## config.mk

```make
export PLATFORM = sky130hd
export DESIGN_NAME = id_ex_issue_buffer_flat
export DESIGN_NICKNAME = d
export VERILOG_FILES = /design/src/rtl/id_ex_issue_buffer_pkg.sv /design/src/rtl/id_ex_issue_buffer_if.sv /design/src/rtl/id_ex_issue_buffer_ram.sv /design/src/rtl/id_ex_issue_buffer.sv /design/src/flat_wrapper.sv
export SDC_FILE = /design/constraint.sdc
export NUM_CORES = 1
export LEC_CHECK = 0
export CAP_MARGIN = 20
export CORE_MARGIN = 2
export CORE_UTILIZATION = 53
export CTS_BUF_LIST = sky130_fd_sc_hd__clkbuf_4
export CTS_CLUSTER_SIZE = 12
export DETAILED_ROUTE_END_ITERATION = 7
export PLACE_DENSITY_LB_ADDON = 0.15
export SYNTH_ARGS = -nofsm -noshare
export SYNTH_HDL_FRONTEND = slang
export SYNTH_SLANG_ARGS = --single-unit
```

## constraint.sdc

```tcl
create_clock -name clock -period 8.9 [get_ports clock]
set_clock_uncertainty 0.2 [all_clocks]
set_input_delay 0.89 -clock clock [delete_from_list [all_inputs] [get_ports clock]]
set_output_delay 0.89 -clock clock [all_outputs]
set_load 0.01 [all_outputs]
```

## src/rtl/id_ex_issue_buffer_pkg.sv

```systemverilog
// Shared ID-stage definitions: the ID-to-EX payload layout and sizing helpers
// used by the issue buffer, its interface and its storage.
package id_stage_params;

  // Payload carried from decode to execute. The valid bit travels on the
  // handshake, not inside this struct.
  typedef struct packed {
    logic [11:0] alu_op;
    logic        src1_is_pc;
    logic        src2_is_imm;
    logic        res_from_mem;
    logic        mem_we;
    logic        rf_we;
    logic [4:0]  dest;
    logic [31:0] imm;
    logic [31:0] rj_value;
    logic [31:0] rkd_value;
    logic [31:0] pc;
  } id_to_ex_bus_t;

  localparam int ID_TO_EX_BUS_WIDTH = $bits(id_to_ex_bus_t);

  // Width of an occupancy counter that must represent 0..depth inclusive.
  function automatic int clog2_depth(input int depth);
    return $clog2(depth + 1);
  endfunction

  // Width of a pointer indexing depth entries; a single entry still gets one
  // bit so the signal is never zero-width (it is simply tied to 0).
  function automatic int ptr_width(input int depth);
    return (depth > 1) ? $clog2(depth) : 1;
  endfunction

endpackage

```

## src/rtl/id_ex_issue_buffer_if.sv

```systemverilog
// ID/EX handshake bundle. "master" is the pipeline side (ID producer plus EX
// consumer); "slave" is the issue buffer sitting between them.
interface id_ex_issue_buffer_if
  import id_stage_params::*;
#(
  parameter int W = ID_TO_EX_BUS_WIDTH
) ();

  logic         id_to_ex_valid;
  logic [W-1:0] id_to_ex_bus;
  logic         ex_allowin_to_id;
  logic         ex_valid_out;
  logic [W-1:0] ex_bus_out;
  logic         ex_allowin;

  modport master (
    output id_to_ex_valid,
    output id_to_ex_bus,
    output ex_allowin,
    input  ex_allowin_to_id,
    input  ex_valid_out,
    input  ex_bus_out
  );

  modport slave (
    input  id_to_ex_valid,
    input  id_to_ex_bus,
    input  ex_allowin,
    output ex_allowin_to_id,
    output ex_valid_out,
    output ex_bus_out
  );

endinterface

```

## src/rtl/id_ex_issue_buffer_ram.sv

```systemverilog
// DEPTH x WIDTH register array: one synchronous write port, one asynchronous
// read port. Contents are deliberately not reset.
module issue_buffer_ram #(
  parameter int DEPTH  = 2,
  parameter int WIDTH  = 8,
  parameter int ADDR_W = 1
) (
  input  logic              clock,
  input  logic              we,
  input  logic [ADDR_W-1:0] waddr,
  input  logic [WIDTH-1:0]  wdata,
  input  logic [ADDR_W-1:0] raddr,
  output logic [WIDTH-1:0]  rdata
);

  logic [WIDTH-1:0] mem_q [DEPTH];

  for (genvar gi = 0; gi < DEPTH; gi++) begin : g_entry
    // Each entry captures the write data only when it is the addressed slot.
    always_ff @(posedge clock) begin
      if (we && (waddr == ADDR_W'(gi))) begin
        mem_q[gi] <= wdata;
      end
    end
  end

  // Head is read combinationally from the registered array, so it only
  // changes after a clock edge.
  assign rdata = mem_q[raddr];

endmodule

```

## src/rtl/id_ex_issue_buffer.sv

```systemverilog
// Elastic ID->EX issue buffer: a DEPTH-entry FIFO speaking the valid/allowin
// handshake on both sides, with optional empty-buffer bypass and a flush that
// discards everything held or arriving.
module id_ex_issue_buffer
  import id_stage_params::*;
#(
  parameter int DEPTH         = 2,
  parameter int PAYLOAD_WIDTH = ID_TO_EX_BUS_WIDTH,
  parameter int BYPASS        = 0,
  localparam int OCC_W        = clog2_depth(DEPTH),
  localparam int PTR_W        = ptr_width(DEPTH)
) (
  input  logic                 clock,
  input  logic                 reset_n,
  input  logic                 flush,
  id_ex_issue_buffer_if.slave  bus,
  output logic [OCC_W-1:0]     occupancy,
  output logic                 full,
  output logic                 empty
);

  localparam logic [OCC_W-1:0] OCC_FULL = OCC_W'(DEPTH);

  logic [OCC_W-1:0]         occ_q, occ_d;
  logic [PTR_W-1:0]         rd_ptr_q, rd_ptr_d;
  logic [PTR_W-1:0]         wr_ptr_q, wr_ptr_d;
  logic [PTR_W-1:0]         rd_ptr_inc, wr_ptr_inc;
  logic [PAYLOAD_WIDTH-1:0] ram_rdata;

  logic is_empty, is_full;
  logic bypass_active;
  logic allowin, head_valid;
  logic [PAYLOAD_WIDTH-1:0] head_bus;
  logic push, pop;
  logic store;   // push that actually lands in storage
  logic drain;   // pop that actually removes a stored entry

  // Pointers wrap explicitly at DEPTH-1 so non-power-of-two depths work.
  if (DEPTH > 1) begin : g_ptr_wrap
    assign rd_ptr_inc = (rd_ptr_q == PTR_W'(DEPTH - 1)) ? '0 : rd_ptr_q + 1'b1;
    assign wr_ptr_inc = (wr_ptr_q == PTR_W'(DEPTH - 1)) ? '0 : wr_ptr_q + 1'b1;
  end else begin : g_ptr_single
    assign rd_ptr_inc = '0;
    assign wr_ptr_inc = '0;
  end

  // Handshake: allowin, head selection (bypass vs storage), push/pop decode.
  always_comb begin
    is_empty      = (occ_q == '0);
    is_full       = (occ_q == OCC_FULL);
    bypass_active = (BYPASS != 0) && is_empty;

    // A full buffer can still take a push when the head leaves this cycle.
    allowin = ~is_full | bus.ex_allowin;

    if (bypass_active) begin
      head_valid = bus.id_to_ex_valid & ~flush;
      head_bus   = bus.id_to_ex_bus;
    end else begin
      head_valid = ~is_empty;
      head_bus   = ram_rdata;
    end

    push = bus.id_to_ex_valid & allowin & ~flush;
    pop  = head_valid & bus.ex_allowin & ~flush;

    // In bypass, an entry taken by EX in its arrival cycle never touches
    // storage; otherwise pushes write and pops read the array.
    store = push & ~(bypass_active & pop);
    drain = pop & ~bypass_active;
  end

  // Next-state for pointers and occupancy; flush overrides every other event.
  always_comb begin
    occ_d    = occ_q;
    rd_ptr_d = rd_ptr_q;
    wr_ptr_d = wr_ptr_q;
    if (flush) begin
      occ_d    = '0;
      rd_ptr_d = '0;
      wr_ptr_d = '0;
    end else begin
      if (store) wr_ptr_d = wr_ptr_inc;
      if (drain) rd_ptr_d = rd_ptr_inc;
      occ_d = occ_q + OCC_W'(store) - OCC_W'(drain);
    end
  end

  // State registers with synchronous active-low reset.
  always_ff @(posedge clock) begin
    if (!reset_n) begin
      occ_q    <= '0;
      rd_ptr_q <= '0;
      wr_ptr_q <= '0;
    end else begin
      occ_q    <= occ_d;
      rd_ptr_q <= rd_ptr_d;
      wr_ptr_q <= wr_ptr_d;
    end
  end

  issue_buffer_ram #(
    .DEPTH  (DEPTH),
    .WIDTH  (PAYLOAD_WIDTH),
    .ADDR_W (PTR_W)
  ) u_ram (
    .clock (clock),
    .we    (store),
    .waddr (wr_ptr_q),
    .wdata (bus.id_to_ex_bus),
    .raddr (rd_ptr_q),
    .rdata (ram_rdata)
  );

  assign bus.ex_allowin_to_id = allowin;
  assign bus.ex_valid_out     = head_valid;
  assign bus.ex_bus_out       = head_bus;
  assign occupancy            = occ_q;
  assign full                 = is_full;
  assign empty                = is_empty;

endmodule

```

## src/flat_wrapper.sv

```systemverilog
// flat-port wrapper written by rule: the top's interface ports become plain ports
module id_ex_issue_buffer_flat import id_stage_params::*;
#(
  parameter int DEPTH         = 2,
  parameter int PAYLOAD_WIDTH = ID_TO_EX_BUS_WIDTH,
  parameter int BYPASS        = 0,
  localparam int OCC_W        = clog2_depth(DEPTH),
  localparam int PTR_W        = ptr_width(DEPTH)
)
  (clock, reset_n, flush, occupancy, full, empty, bus_id_to_ex_valid, bus_id_to_ex_bus, bus_ex_allowin, bus_ex_allowin_to_id, bus_ex_valid_out, bus_ex_bus_out);
  id_ex_issue_buffer_if #(.W((ID_TO_EX_BUS_WIDTH))) bus_i ();
  input  logic clock;
  input  logic reset_n;
  input  logic flush;
  output logic [OCC_W-1:0] occupancy;
  output logic full;
  output logic empty;
  input wire logic [$bits(bus_i.id_to_ex_valid)-1:0] bus_id_to_ex_valid;
  input wire logic [$bits(bus_i.id_to_ex_bus)-1:0] bus_id_to_ex_bus;
  input wire logic [$bits(bus_i.ex_allowin)-1:0] bus_ex_allowin;
  output wire logic [$bits(bus_i.ex_allowin_to_id)-1:0] bus_ex_allowin_to_id;
  output wire logic [$bits(bus_i.ex_valid_out)-1:0] bus_ex_valid_out;
  output wire logic [$bits(bus_i.ex_bus_out)-1:0] bus_ex_bus_out;
  assign bus_i.id_to_ex_valid = bus_id_to_ex_valid;
  assign bus_i.id_to_ex_bus = bus_id_to_ex_bus;
  assign bus_i.ex_allowin = bus_ex_allowin;
  assign bus_ex_allowin_to_id = bus_i.ex_allowin_to_id;
  assign bus_ex_valid_out = bus_i.ex_valid_out;
  assign bus_ex_bus_out = bus_i.ex_bus_out;
  id_ex_issue_buffer #(.DEPTH(DEPTH), .PAYLOAD_WIDTH(PAYLOAD_WIDTH), .BYPASS(BYPASS)) u_core (.clock(clock), .reset_n(reset_n), .flush(flush), .bus(bus_i), .occupancy(occupancy), .full(full), .empty(empty));
endmodule
```

### Metal 4, run 1

Supply wires on this layer in grey.
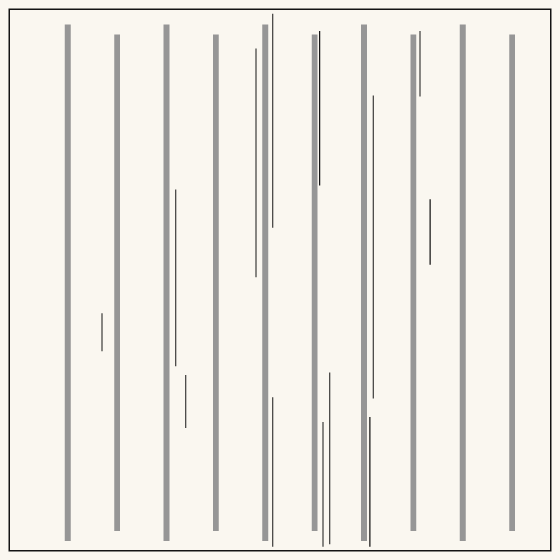
share of all routed wire = 2.2%
main direction = vertical
longest straight run = 83.0 microns

### M3 wires, run 1

The bar under the picture is 50 microns long. Cells faint in the background.
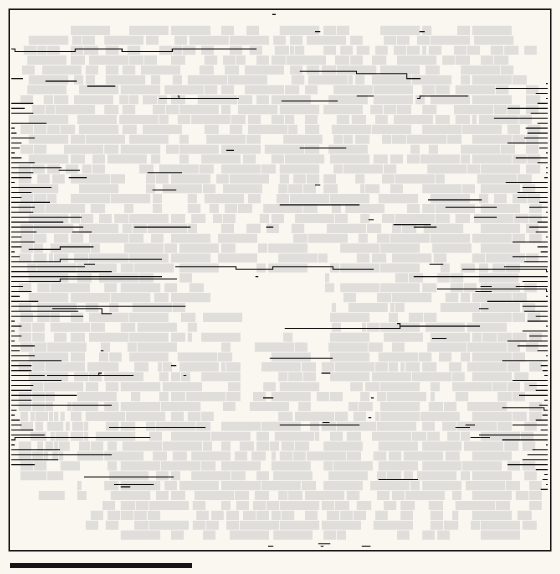
main direction = horizontal
wire length on this layer = 1,870 microns
share of all routed wire = 8.2%
longest straight run = 47.6 microns

### Met2 routing, run 1

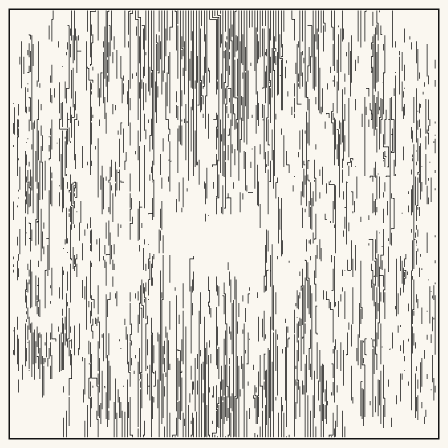
nets with wire on the layer = 968
share of all routed wire = 52%
longest straight run = 58.9 microns

run 1: through the flow:
step                util (%)  setup WS, ns  instance area, sq um  cells  total power, uW
finish                  75.4          4.22                 15300   1197             2950
floorplan                  -          3.46                 11100    499             1740
CTS                     75.3          4.14                 15300   1195             2990
global route            75.4          3.99                 15300   1197             3080
global placement        70.9          4.80                 14400   1065             1890
detailed placement      70.9          4.72                 14400   1065             1900
run 1: final cells by class:
cell class / count / area (sq um) / share of cell area [%]
inverter: 5 / 18.8 / 0.122
clock buffer: 109 / 818 / 5.33
sequential: 305 / 9110 / 59.4
timing repair buffer: 313 / 3130 / 20.4
antenna: 2 / 5.00 / 0.0326
tap: 270 / 338 / 2.20
clock inverter: 21 / 83.8 / 0.546
multi-input combinational: 172 / 1850 / 12.0
run 1: logic make-up after synthesis:
| group | share of synthesized area (%) |
|---|---|
| flip-flops | 82.4 |
| multiplexers | 15.4 |
| buffers and inverters | 0.928 |
| AND/OR/NAND/NOR | 0.815 |
| XOR/XNOR | 0.159 |
| adder cells (fa/ha/maj) | 0.226 |
| AND-OR/OR-AND | 0.0452 |
run 1: registers in the layout, summed over array words and instances (netlist names), named ones only:
signal	flops
u_core.occupancy	2
u_core.rd_ptr_q	1
u_core.wr_ptr_q	1
u_core.u_ram.mem_q	300
run 1: path summary, 6_finish.rpt:
kind / start / endpoint / slack, ns / cells past startpoint
setup / recovery: register / bus_ex_bus_out[22] / 4.22 / 3
hold / removal: u_core.rd_ptr_q / u_core.rd_ptr_q / 0.32 / 2
setup reg to reg: u_core.occupancy[0] / u_core.u_ram.mem_q[0][38] / 5.66 / 4
hold reg to reg: u_core.rd_ptr_q / u_core.rd_ptr_q / 0.32 / 2
==> summary.txt, run 1 <==
M1 WL -> 8640 microns
drt first pass iters -> 4
distinct cell type count after synthesis -> 18
P_clk -> 1080 uW
outcome -> complete, no violations
DRC viols -> 0
cts repair resizes -> 0
Clock power frac -> 36.6%
synthesized area -> 11,100 sq um
tool warnings -> 26
PD cells -> 192 nW/um^2
NumNets Final -> 1,030
crit path DRT -> 7.81 ns
Die Ht -> 148 microns
Worst Tran Pin Value -> 1.04 ns
number of synthesized flops with an enable pin -> 300
total track usage -> 20.7%
Comb power -> 237 uW
Fin Hold WS -> 0.322 ns
Tightest Hold Check Type -> register to register
Late-Pin Clk Latency -> 0.63 ns
CTS tree -> yes
Synth top cell by count -> edfxtp_1
clock sink count -> 305
yosys stat cell total -> 499
Cell area leaders -> edfxtp_1 82%, mux2_2 15%, dfxtp_1 0.91%
NetSw -> 619 uW
uppermost layer routed -> met4
CP endpoint kind -> output port
critical-path cell list -> buf_4 > mux2_2 > clkdlybuf4s50_1
input/output buffers -> 310
power share of the sequential group -> 55.4%
CP peak stage delay -> 1.00 ns
Die Wd -> 148 microns
clk buf depth -> 3
WL final -> 23,000 microns
WS Path Type -> register to output port
Post-CTS Setup Inserts -> 0
proportion of layout cells with a drive suffix above 1 -> 29.5%
GRT met3 Usage -> 7.15%
--- run 2 (diff from run 1) ---
--- a/config.mk
+++ b/config.mk
@@ -7,7 +7,7 @@
 export LEC_CHECK = 0
 export CAP_MARGIN = 20
 export CORE_MARGIN = 2
-export CORE_UTILIZATION = 53
+export CORE_UTILIZATION = 45
 export CTS_BUF_LIST = sky130_fd_sc_hd__clkbuf_4
 export CTS_CLUSTER_SIZE = 12
 export DETAILED_ROUTE_END_ITERATION = 7
==> constraint.sdc (replaced) <==
create_clock -name clock -period 3.85 [get_ports clock]
set_clock_uncertainty 0.2 [all_clocks]
set_input_delay 0.385 -clock clock [delete_from_list [all_inputs] [get_ports clock]]
set_output_delay 0.385 -clock clock [all_outputs]
set_load 0.01 [all_outputs]
### Met2 routing, run 2

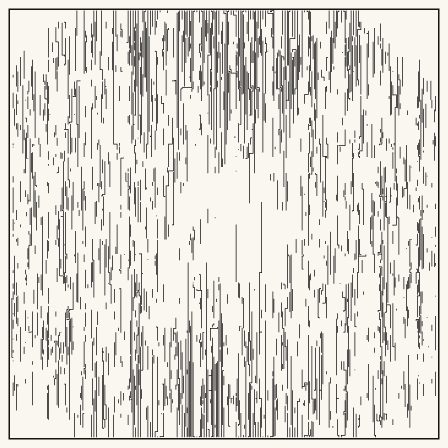
longest straight run = 65.5 microns
main direction = vertical

==> summary.txt, run 2 <==
outcome -> complete, no violations (unchanged)
design area -> 15,600 sq um (was 15,300 sq um)
hold path depth -> 1 (was 2)
proportion of layout cells with a drive suffix above 1 -> 30.7% (was 29.5%)
CP endpoint kind -> output port (unchanged)
clk buf depth -> 3 (unchanged)
Worst Tran Pin Value -> 0.605 ns (was 1.04 ns)
uppermost layer routed -> met5 (was met4)
HP Start -> bus_id_to_ex_bus[133] (was u_core.rd_ptr_q)
Tightest Hold Check Type -> input pin to register (was register to register)
Die Wd -> 161 microns (was 148 microns)
yosys stat cell total -> 499 (unchanged)
Area after DPL -> 14,600 sq um (was 14,400 sq um)
cts repair resizes -> 0 (unchanged)
synthesized area -> 11,100 sq um (unchanged)
distinct cell type count after synthesis -> 18 (unchanged)
CTS tree -> yes (unchanged)
PD cells -> 448 nW/um^2 (was 192 nW/um^2)
drt first pass iters -> 4 (unchanged)
Clock power frac -> 38.1% (was 36.6%)
max reg flops -> 300 (unchanged)
R2R cell count -> 4 (unchanged)
DRC viols -> 0 (unchanged)
WS Path Type -> register to output port (unchanged)
WL final -> 24,000 microns (was 23,000 microns)
Endpoint, Worst Hold -> u_core.u_ram.mem_q[1][133] (was u_core.rd_ptr_q)
GRT met3 Usage -> 8.63% (was 7.15%)
Cell area leaders -> edfxtp_1 82%, mux2_2 15%, dfxtp_1 0.91% (unchanged)
number of synthesized flops with an enable pin -> 300 (unchanged)
input/output buffers -> 310 (unchanged)
power share of the sequential group -> 53.9% (was 55.4%)
Late-Pin Clk Latency -> 0.64 ns (was 0.63 ns)
Die Ht -> 161 microns (was 148 microns)
Util after Layout -> 64.5% (was 75.4%)
Largest Register -> u_core.u_ram.mem_q (unchanged)
Fin Hold WS -> 0.113 ns (was 0.322 ns)
### M3 wires, run 2

The bar under the picture is 50 microns long. Cells faint in the background.
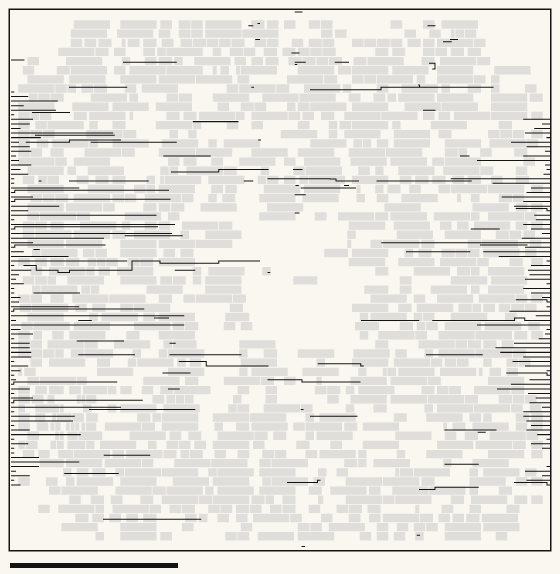
share of all routed wire = 10%
longest straight run = 51.3 microns
nets with wire on the layer = 192
main direction = horizontal

-- run 2: worst max path at each step --
stage / start / end / cells after the start
finish: register / bus_ex_bus_out[81] / 3
global placement: bus_ex_allowin / u_core.u_ram.mem_q[0][145] / 5
detailed placement: bus_ex_allowin / u_core.u_ram.mem_q[0][149] / 5
global route: register / bus_ex_bus_out[81] / 3
CTS: register / bus_ex_bus_out[81] / 3
floorplan: u_core.occupancy[0] / u_core.u_ram.mem_q[0][0] / 3
-- run 2: worst max-delay path, delay by kind of cell, from the launching register on --
| kind | cells | cell delay [ns] |
|---|---|---|
| mux | 1 | 0.39 |
| buf+inv | 2 | 0.94 |
| flops | 1 | 0.73 |
-- run 2: metrics by stage --
stage	instances	setup slack [ns]	total power, uW
final	1263	0.544	7000
after global routing	1263	0.378	7310
after CTS	1259	0.448	7110
after detailed placement	1127	1.09	4410
after global placement	1127	1.18	4390
after floorplan	499	0.513	4020
-- run 2: kinds of logic (layout without fill, tap and decap cells) --
logic type	after synthesis	after routing	synth area share [%]
flops	305	305	82.4
buf+inv	22	458	0.928
fa+ha+maj	2	2	0.226
simple gates	16	16	0.815
other cells	0	4	0
xor+xnor	2	2	0.159
compound gates	1	1	0.0452
mux	151	151	15.4
-- run 2: final cells by class --
cell class	count	area (sq um)
multi-input cells	172	1850
clock inverters	18	123
well taps	324	405
repair buffers	321	3260
diodes	4	10.0
fillers	1758	8620
flip-flops and latches	305	9110
clock buffers	114	856
inverters	5	18.8
-- run 2: power groups by stage --
stage | Clock [uW] | Sequential (uW) | Combinational [uW]
5_1_grt | 2940 | 3780 | 593
6_report | 2670 | 3780 | 559
2_1_floorplan | 0 | 3840 | 174
3_3_place_gp | 0 | 3840 | 549
4_1_cts | 2770 | 3780 | 567
3_5_place_dp | 0 | 3850 | 562
--- run 3 (diff from run 2) ---
==> constraint.sdc (replaced) <==
create_clock -name clock -period 3.85 [get_ports clock]
set_clock_uncertainty 0.2 [all_clocks]
set_input_delay 0.385 -clock clock [delete_from_list [all_inputs] [get_ports clock]]
set_output_delay 0.385 -clock clock [all_outputs]
set_load 0.005 [all_outputs]
### Metal 4, run 3

Supply wires on this layer in grey.
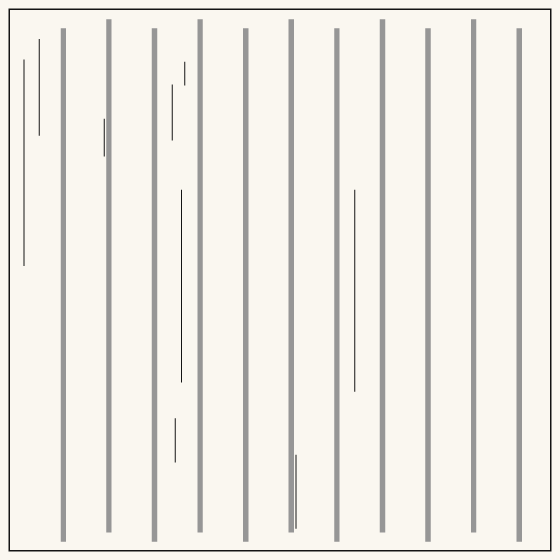
nets with wire on the layer = 5
share of all routed wire = 1.2%
longest straight run = 61.2 microns

==> summary.txt, run 3 <==
outcome -> complete, no violations (unchanged)
input/output buffers -> 310 (unchanged)
Tightest Hold Check Type -> input pin to register (unchanged)
NumNets Final -> 1,037 (was 1,038)
crit path DRT -> 3.26 ns (about the same)
Die Ht -> 161 microns (unchanged)
drt first pass iters -> 4 (unchanged)
WL final -> 23,300 microns (was 24,000 microns)
WP buf/inv -> 2 (unchanged)
tool warnings -> 26 (unchanged)
CTS tree -> yes (unchanged)
max reg flops -> 300 (unchanged)
post-synthesis simple-gate area fraction -> 0.815% (unchanged)
Synth logic family -> multiplexers (unchanged)
clk buf depth -> 3 (unchanged)
CP endpoint kind -> output port (unchanged)
DRC viols -> 0 (unchanged)
number of synthesized flops with an enable pin -> 300 (unchanged)
Die Wd -> 161 microns (unchanged)
AND-OR/OR-AND Cells, Area Fraction -> 0.0453% (unchanged)
WS Path Type -> register to output port (unchanged)
synthesized area -> 11,100 sq um (unchanged)
Worst Tran Pin Value -> 0.668 ns (was 0.605 ns)
Synth top cell by count -> edfxtp_1 (unchanged)
total track usage -> 17.9% (was 18.1%)
Top delay family on crit path -> buffers and inverters (unchanged)
### Clock nets, run 3

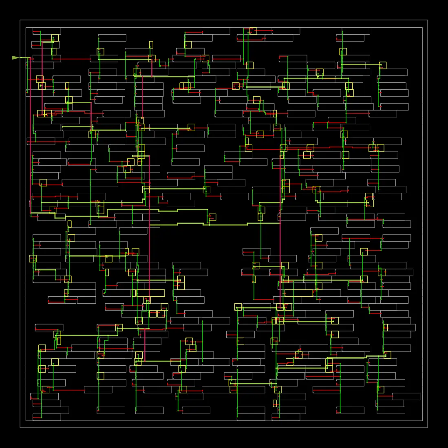
TritonCTS Buffers: 75
clock buf count: 106
seq_cells: 305
Late-Pin Clk Latency: 0.62 ns

## run 3: cell types whose count changed in the layout (fill, tap and decap cells not counted)
cell	previous run	this run
clkbuf_4	114	106
clkinv_1	12	14
diode_2	4	6
inv_2	2	3
## run 3: cell type report
type	instances	area (sq um)
sequential	305	9110
fill	1774	8660
timing repair buffer	321	3260
multi-input combinational	172	1850
clock buffer	106	796
tap	324	405
clock inverter	21	134
inverter	5	18.8
antenna	6	15.0
## run 3: path summary, 6_finish.rpt
check	from	end	slack, ns	cells after the start
setup / recovery	register	bus_ex_bus_out[84]	0.59	3
hold / removal	bus_id_to_ex_bus[148]	u_core.u_ram.mem_q[0][148]	0.11	1
setup reg to reg	u_core.occupancy[0]	u_core.u_ram.mem_q[1][84]	1.55	4
hold reg to reg	u_core.rd_ptr_q	u_core.rd_ptr_q	0.32	2
## run 3: report_power, final
group	leakage, uW	internal (uW)	switching (uW)
Combinational	0.00191	346	180
Sequential	0.00280	3750	23.6
Clock	0.000558	1400	1180
## run 3: per-layer routing
layer,up-vias,GRT usage (%),wire [microns]
li1,2791,-,-
met3,21,7.62,2250
met4,0,6.45,275
met2,249,30.1,11800
met1,2907,20.6,8990
met5,-,0,0
## run 3: metrics by stage
step / instance area, sq um / hold WS, ns / cells / power (uW) / util, %
2_1_floorplan: 11100 / 0.272 / 499 / 3990 / -
3_3_place_gp: 14600 / 0.290 / 1127 / 4360 / 60.4
3_5_place_dp: 14600 / 0.300 / 1127 / 4380 / 60.4
4_1_cts: 15600 / 0.0447 / 1254 / 6980 / 64.2
5_1_grt: 15600 / 0.0457 / 1257 / 7200 / 64.3
6_report: 15600 / 0.112 / 1260 / 6880 / 64.3
Power and IR drop assume default switching activity.
